Figure 1. Nets reached from selected ports (run 1).
(10 px per um)
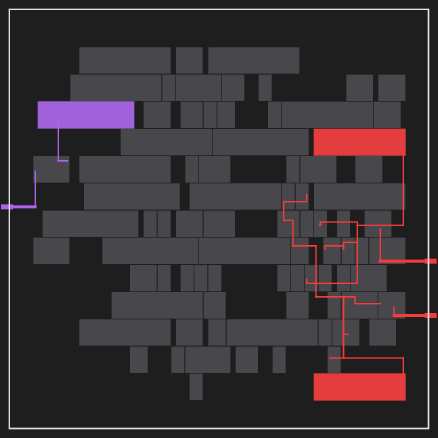
Figure 2. Local utilization (run 1).
(10 px per um) The die is cut into 8 by 8 equal tiles; dark blue is low, red is high, 0 to 100% covered.
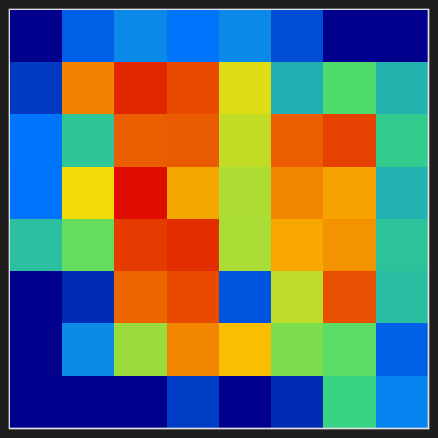
Figure 3. Metal 1 (run 1).
(12 px per um) Supply wires on this layer in gray.
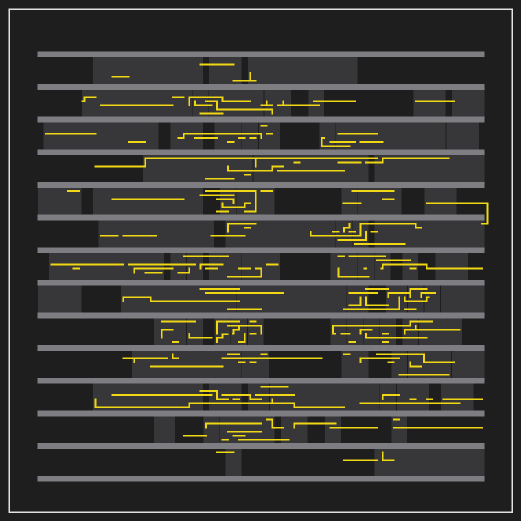
`config.mk`:
```
export PLATFORM = sky130hd
export DESIGN_NAME = microwave_ctrl
export DESIGN_NICKNAME = d
export VERILOG_FILES = /design/src/rtl/microwave_pkg.sv /design/src/rtl/btn_debounce.sv /design/src/rtl/microwave_ctrl.sv
export SDC_FILE = /design/constraint.sdc
export NUM_CORES = 1
export LEC_CHECK = 0
export ABC_AREA = 1
export CAP_MARGIN = 30
export CORE_MARGIN = 2
export CORE_UTILIZATION = 52
export DETAILED_ROUTE_END_ITERATION = 10
export GPL_TIMING_DRIVEN = 1
export PLACE_DENSITY = 0.79
export SYNTH_ARGS = -nofsm -noshare
export SYNTH_HDL_FRONTEND = slang
export SYNTH_SLANG_ARGS = --single-unit
```
`constraint.sdc`:
```
create_clock -name clock -period 2.2 [get_ports clock]
set_input_delay 0.33 -clock clock [delete_from_list [all_inputs] [get_ports clock]]
set_output_delay 0.33 -clock clock [all_outputs]
set_load 0.1 [all_outputs]
```
`src/rtl/microwave_pkg.sv`:
```
// Shared types and default timing constants for the microwave controller.
// The DONE state only exists when MWCTRL_BEEP_EN is defined.
package microwave_pkg;

    localparam int unsigned DEBOUNCE_CYCLES_DEF = 4;
    localparam int unsigned BEEP_CYCLES_DEF     = 8;

    typedef enum logic [1:0] {
        ST_IDLE  = 2'd0,
        ST_COOK  = 2'd1,
        ST_PAUSE = 2'd2
`ifdef MWCTRL_BEEP_EN
        ,
        ST_DONE  = 2'd3
`endif
    } state_t;

endpackage

```
`src/rtl/btn_debounce.sv`:
```
// Two-flop synchronizer plus debounce counter for one active-low button.
// Emits a single-cycle press pulse; re-arms only after a stable release.
module btn_debounce #(
    parameter int unsigned DEBOUNCE_CYCLES = 4
) (
    input  logic clock,
    input  logic clrn,
    input  logic btn_n,
    output logic press
);

    localparam int unsigned     CW   = $clog2(DEBOUNCE_CYCLES) + 1;
    localparam logic [CW-1:0]   LAST = CW'(DEBOUNCE_CYCLES - 1);

    logic          sync1;
    logic          sync2;
    logic          pressed;
    logic [CW-1:0] cnt;

    always_ff @(posedge clock or negedge clrn) begin
        if (!clrn) begin
            sync1   <= 1'b1;
            sync2   <= 1'b1;
            pressed <= 1'b0;
            cnt     <= '0;
            press   <= 1'b0;
        end else begin
            sync1 <= btn_n;
            sync2 <= sync1;
            press <= 1'b0;
            // cnt runs while the synchronized level disagrees with the accepted one
            if (sync2 == pressed) begin
                if (cnt == LAST) begin
                    cnt     <= '0;
                    pressed <= !pressed;
                    press   <= !pressed;
                end else begin
                    cnt <= cnt + CW'(1);
                end
            end else begin
                cnt <= '0;
            end
        end
    end

endmodule

```
`src/rtl/microwave_ctrl.sv`:
```
// Microwave oven sequencing FSM with debounced start/stop buttons.
// Define MWCTRL_BEEP_EN to enable the DONE state and end-of-cook beep.
module microwave_ctrl
    import microwave_pkg::*;
#(
    parameter int unsigned DEBOUNCE_CYCLES = DEBOUNCE_CYCLES_DEF,
    parameter int unsigned BEEP_CYCLES     = BEEP_CYCLES_DEF
) (
    input  logic   clock,
    input  logic   clrn,
    input  logic   startn,
    input  logic   stopn,
    input  logic   door_closed,
    input  logic   timer_done,
    output logic   loadn,
    output logic   timer_en,
    output logic   timer_clrn,
    output logic   mag_on,
    output logic   beep,
    output state_t state_dbg
);

    if (DEBOUNCE_CYCLES < 1 || BEEP_CYCLES < 1) begin : g_bad_params
        $error("microwave_ctrl: DEBOUNCE_CYCLES and BEEP_CYCLES must be at least 1");
    end

    logic   start_p;
    logic   stop_p;
    state_t state;
    state_t next_state;
    logic   clear_req;

    btn_debounce #(.DEBOUNCE_CYCLES(DEBOUNCE_CYCLES)) u_start_db (
        .clock (clock),
        .clrn  (clrn),
        .btn_n (startn),
        .press (start_p)
    );

    btn_debounce #(.DEBOUNCE_CYCLES(DEBOUNCE_CYCLES)) u_stop_db (
        .clock (clock),
        .clrn  (clrn),
        .btn_n (stopn),
        .press (stop_p)
    );

`ifdef MWCTRL_BEEP_EN
    localparam int unsigned   BW        = $clog2(BEEP_CYCLES) + 1;
    localparam logic [BW-1:0] BEEP_LAST = BW'(BEEP_CYCLES - 1);
    logic [BW-1:0] beep_cnt;
`endif

    // Stop always beats start; in COOK an open door beats timer_done beats stop.
    always_comb begin
        next_state = state;
        clear_req  = 1'b0;
        case (state)
            ST_IDLE: begin
                if (stop_p)
                    clear_req = 1'b1;
                else if (start_p && door_closed && !timer_done)
                    next_state = ST_COOK;
            end
            ST_COOK: begin
                if (!door_closed)
                    next_state = ST_PAUSE;
                else if (timer_done)
`ifdef MWCTRL_BEEP_EN
                    next_state = ST_DONE;
`else
                    next_state = ST_IDLE;
`endif
                else if (stop_p)
                    next_state = ST_PAUSE;
            end
            ST_PAUSE: begin
                if (stop_p) begin
                    next_state = ST_IDLE;
                    clear_req  = 1'b1;
                end else if (start_p && door_closed) begin
                    next_state = ST_COOK;
                end
            end
`ifdef MWCTRL_BEEP_EN
            ST_DONE: begin
                if (stop_p || beep_cnt == BEEP_LAST)
                    next_state = ST_IDLE;
            end
`endif
            default: next_state = ST_IDLE;
        endcase
    end

    always_ff @(posedge clock or negedge clrn) begin
        if (!clrn) begin
            state      <= ST_IDLE;
            loadn      <= 1'b0;
            timer_en   <= 1'b0;
            timer_clrn <= 1'b1;
            mag_on     <= 1'b0;
`ifdef MWCTRL_BEEP_EN
            beep       <= 1'b0;
            beep_cnt   <= '0;
`endif
        end else begin
            state      <= next_state;
            loadn      <= (next_state != ST_IDLE);
            timer_en   <= (next_state == ST_COOK);
            timer_clrn <= !clear_req;
            mag_on     <= (next_state == ST_COOK);
`ifdef MWCTRL_BEEP_EN
            beep       <= (next_state == ST_DONE);
            beep_cnt   <= (state == ST_DONE) ? beep_cnt + BW'(1) : '0;
`endif
        end
    end

`ifndef MWCTRL_BEEP_EN
    assign beep = 1'b0;
`endif

    assign state_dbg = state;

endmodule
```
==> GITHUB_STEP_SUMMARY, run 1 <==
### Yosys + OpenROAD results

| Metric | Value |
|---|---|
| Status | `finished, final reports clean` |
| Area growth syn-to-layout | `18.04%` |
| Kind of end point of the critical path | `primary output` |
| Final hold slack | `357.3 ps` |
| Dpl hpwl | `824.6 um` |
| Top cells, area | `dfrtp_1, dfstp_2, nand2_1, inv_1, ha_1` |
| Drt first pass iters | `4` |
| Storage cell area | `481.7 um^2` |
| OpenROAD warning count | `26` |
| Net switching power | `384.6 uW` |
| Max IR drop VDD | `0.4797 mV` |
| Initial antenna violation count | `0` |
| Yosys warning tally | `0` |
| Synth Cell Area | `742.0 um^2` |
| Die height | `41.78 um` |
| Max Freq | `0.6940 GHz` |
| Vias per std cell | `4.908` |
| CTS Hold Buffers Added | `0` |
| Drt initial violations | `1` |
| Power Dens Cells | `1106 nW/um^2` |
| Clk pwr | `173 uW` |
| Crit path DAT | `1110 ps` |
Notes on Figure 1 above:
port	color	bits	direction	end cells	buffers	wire
stopn	purple	1	input	1	1	11.0 um
state_dbg	red	2	output	2	2	82.2 um

Notes on Figure 2 above:
nearly empty tiles	14%
mean over tiles	49%
fullest tile	99%
emptiest ninth of the die	lower left
core area: 1318 um^2
Floorplan Utilization: 56.32%
Final Util: 66.48%

Notes on Figure 3 above:
nets with wire on the layer	79
main direction	horizontal
share of all routed wire	41%
final wirelength: 1.118 mm
DR vias: 481
met1 Resource Use GR: 15.27%

==> run 1: through the flow <==
| step | util (%) | cell area, um^2 |
|---|---|---|
| 2_1_floorplan | - | 742.0 |
| 3_3_place_gp | 64.39 | 848.3 |
| 3_5_place_dp | 64.39 | 848.3 |
| 4_1_cts | 66.48 | 875.8 |
| 5_1_grt | 66.48 | 875.8 |
| 6_report | 66.48 | 875.8 |
==> run 1: path summary, 6_finish.rpt <==
kind                                            start                          end  slack, ps  cells after the start
setup / recovery                 timer_clrn$_DFF_PN1_                   timer_clrn        760                      1
hold / removal                                   clrn  u_start_db.cnt[1]$_DFF_PN0_        360                      2
setup reg to reg           u_stop_db.cnt[0]$_DFF_PN0_    u_stop_db.press$_DFF_PN0_       1180                      4
hold reg to reg            u_start_db.sync1$_DFF_PN1_   u_start_db.sync2$_DFF_PN1_        360                      0
max in group asynchronous                        clrn    u_stop_db.sync2$_DFF_PN1_       1590                      2
min in group clock         u_start_db.sync1$_DFF_PN1_   u_start_db.sync2$_DFF_PN1_        360                      0
==> run 1: kinds of logic after synthesis <==
group / after synthesis / synth area share, %
flip-flops: 19 / 64.93
AND/OR/NAND/NOR: 32 / 20.57
adder cells (fa/ha/maj): 2 / 3.372
buffers and inverters: 11 / 6.576
AND-OR/OR-AND: 2 / 1.686
other: 1 / 0.5054
XOR/XNOR: 2 / 2.361
==> run 1: layer usage <==
| layer | vias up | part of all wire, % | track usage (%) | wire (um) |
|---|---|---|---|---|
| met5 | - | 0 | 0 | 0 |
| met4 | 0 | 2.8 | 9.677 | 31 |
| met3 | 5 | 6.8 | 4.783 | 76 |
| met2 | 17 | 50 | 25.00 | 554 |
| met1 | 225 | 41 | 15.27 | 455 |
| li1 | 234 | - | - | - |
## Run 2: what changed since run 1
--- a/config.mk
+++ b/config.mk
@@ -8,10 +8,10 @@
 export ABC_AREA = 1
 export CAP_MARGIN = 30
 export CORE_MARGIN = 2
-export CORE_UTILIZATION = 52
+export CORE_UTILIZATION = 49
 export DETAILED_ROUTE_END_ITERATION = 10
 export GPL_TIMING_DRIVEN = 1
-export PLACE_DENSITY = 0.79
+export PLACE_DENSITY = 0.75
 export SYNTH_ARGS = -nofsm -noshare
 export SYNTH_HDL_FRONTEND = slang
 export SYNTH_SLANG_ARGS = --single-unit
==> constraint.sdc (replaced) <==
create_clock -name clock -period 1.5 [get_ports clock]
set_input_delay 0.225 -clock clock [delete_from_list [all_inputs] [get_ports clock]]
set_output_delay 0.225 -clock clock [all_outputs]
set_load 0.1 [all_outputs]
Figure 4. Local utilization (run 2).
(8 px per um) The die is cut into 9 by 9 equal tiles; dark blue is low, red is high, 0 to 100% covered.
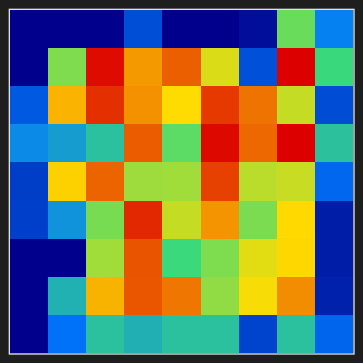
core area: 1454 um^2
Floorplan Utilization: 51.03%
Final Util: 65.58%

Figure 5. Cells by drive strength (run 2).
(8 px per um)
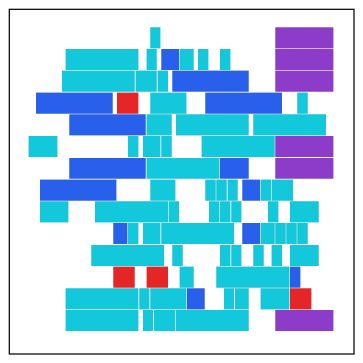
size	color	cells
drive 3 to 4	red	4
drive 1 or less	cyan	60
drive 2	blue	13
drive 6 and up	purple	6

==> run 2 against run 1 <==
  * Critical path depth unchanged
  * Sequential power up about 50%
  * Largest power group unchanged
  * Clock-buffer cell count unchanged
  * Hold slack worse by 110 ps
  * Utilization down 0.90 points
  * Global-route usage about the same
  * Clock skew down 1.4 ps
  * Power up 52%
  * Die area up 5.5%
  * Cell area up 8.9%
  * Routed wire length down 7.7%
  * Combinational power up 63%
==> GITHUB_STEP_SUMMARY, run 2 <==
### Yosys + OpenROAD results

| Metric | Value |
|---|---|
| Status | `finished, final reports clean` |
| CTS Hold Buffers Added | `0` |
| R2R cell count | `4` |
| Max IR drop VDD | `0.8324 mV` |
| Top routing layer used | `met4` |
| Setup TNS | `0 ps` |
| Ys flops | `19` |
| Placed Area | `925.9 um^2` |
| R2R Path Start | `u_stop_db.cnt[0]$_DFF_PN0_` |
| Seq share, synth | `64.92%` |
| Final wirelength | `1.032 mm` |
| Max Freq | `0.8099 GHz` |
| Largest logic family | `simple AND/OR/NAND/NOR gates` |
| Drt first pass iters | `2` |
| Synth Cell Area | `742.0 um^2` |
| Final Cell Area | `953.4 um^2` |
| Total chip power | `1.475 mW` |
| Drt initial violations | `1` |
| Yosys warning tally | `0` |
| Die height | `42.91 um` |
| Storage cell area | `483.0 um^2` |
| Routed length on met2 | `526 um` |
| WP depth | `1` |
| Final hold slack | `252.2 ps` |
| Vias per std cell | `4.687` |
| Xor and xnor area share after synthesis | `2.361%` |
| M1 wire length | `420 um` |
| Kind of end point of the critical path | `primary output` |
| Power Dens Cells | `1547 nW/um^2` |
| Simple Share, Synth | `20.57%` |
| DR WL met3 | `62 um` |
| YS chip area | `742.0 um^2` |
| OpenROAD warning count | `26` |
| Initial antenna violation count | `0` |
| Adder Share, Synth | `3.373%` |
| Dpl hpwl | `835.4 um` |
| Area growth syn-to-layout | `28.50%` |
| Area fraction in mux cells | `0%` |
| Crit path DAT | `1010 ps` |
| Yosys aoi share | `1.686%` |
| Worst setup path startpoint | `timer_clrn$_DFF_PN1_` |
| Top cells, area | `dfrtp_1, dfstp_2, nand2_1, inv_1, ha_1` |
==> run 2: cell count changes in the layout (fill, tap and decap cells not counted) <==
cell / change
buf_12: +6
buf_4: -6
dfrtp_1: -1
dfrtp_2: +1
==> run 2: worst paths after layout <==
path	to	slack, ps
hold reg to reg	u_start_db.sync2$_DFF_PN1_	360
setup reg to reg	u_stop_db.press$_DFF_PN0_	480
setup / recovery	timer_clrn	270
max in group asynchronous	u_start_db.sync1$_DFF_PN1_	990
min in group clock	u_stop_db.sync1$_DFF_PN1_	340
hold / removal	u_start_db.cnt[2]$_DFF_PN0_	250
==> run 2: report_power, final <==
part | switching [mW] | internal (mW) | leakage, nW
Combinational | 0.335 | 0.204 | 0.242
Sequential | 0.0801 | 0.617 | 0.238
Clock | 0.140 | 0.0989 | 0.0177
==> run 2: area by class of cell <==
| class | instances | area share (%) |
|---|---|---|
| clock buffers | 3 | 2.362 |
| clock inverters | 1 | 0.5249 |
| inverters | 9 | 3.543 |
| multi-input cells | 39 | 22.18 |
| flip-flops and latches | 19 | 50.66 |
| well taps | 16 | 2.100 |
| repair buffers | 12 | 18.64 |
==> run 2: cells by family after synthesis <==
group,count (synthesis)
xor gates and xnor gates,2
and+or+nand+nor,32
buffers and inverters,11
other,1
AOI/OAI and AO/OA,2
adders and majority gates,2
DFF,19
==> run 2: metal layers <==
metal / vias up / track usage, %
met3: 2 / 4.255
met4: 0 / 12.50
met1: 216 / 15.34
met2: 12 / 23.94
li1: 234 / -
met5: - / 0
Power figures rest on the tool's default switching activity, not on a simulated workload.
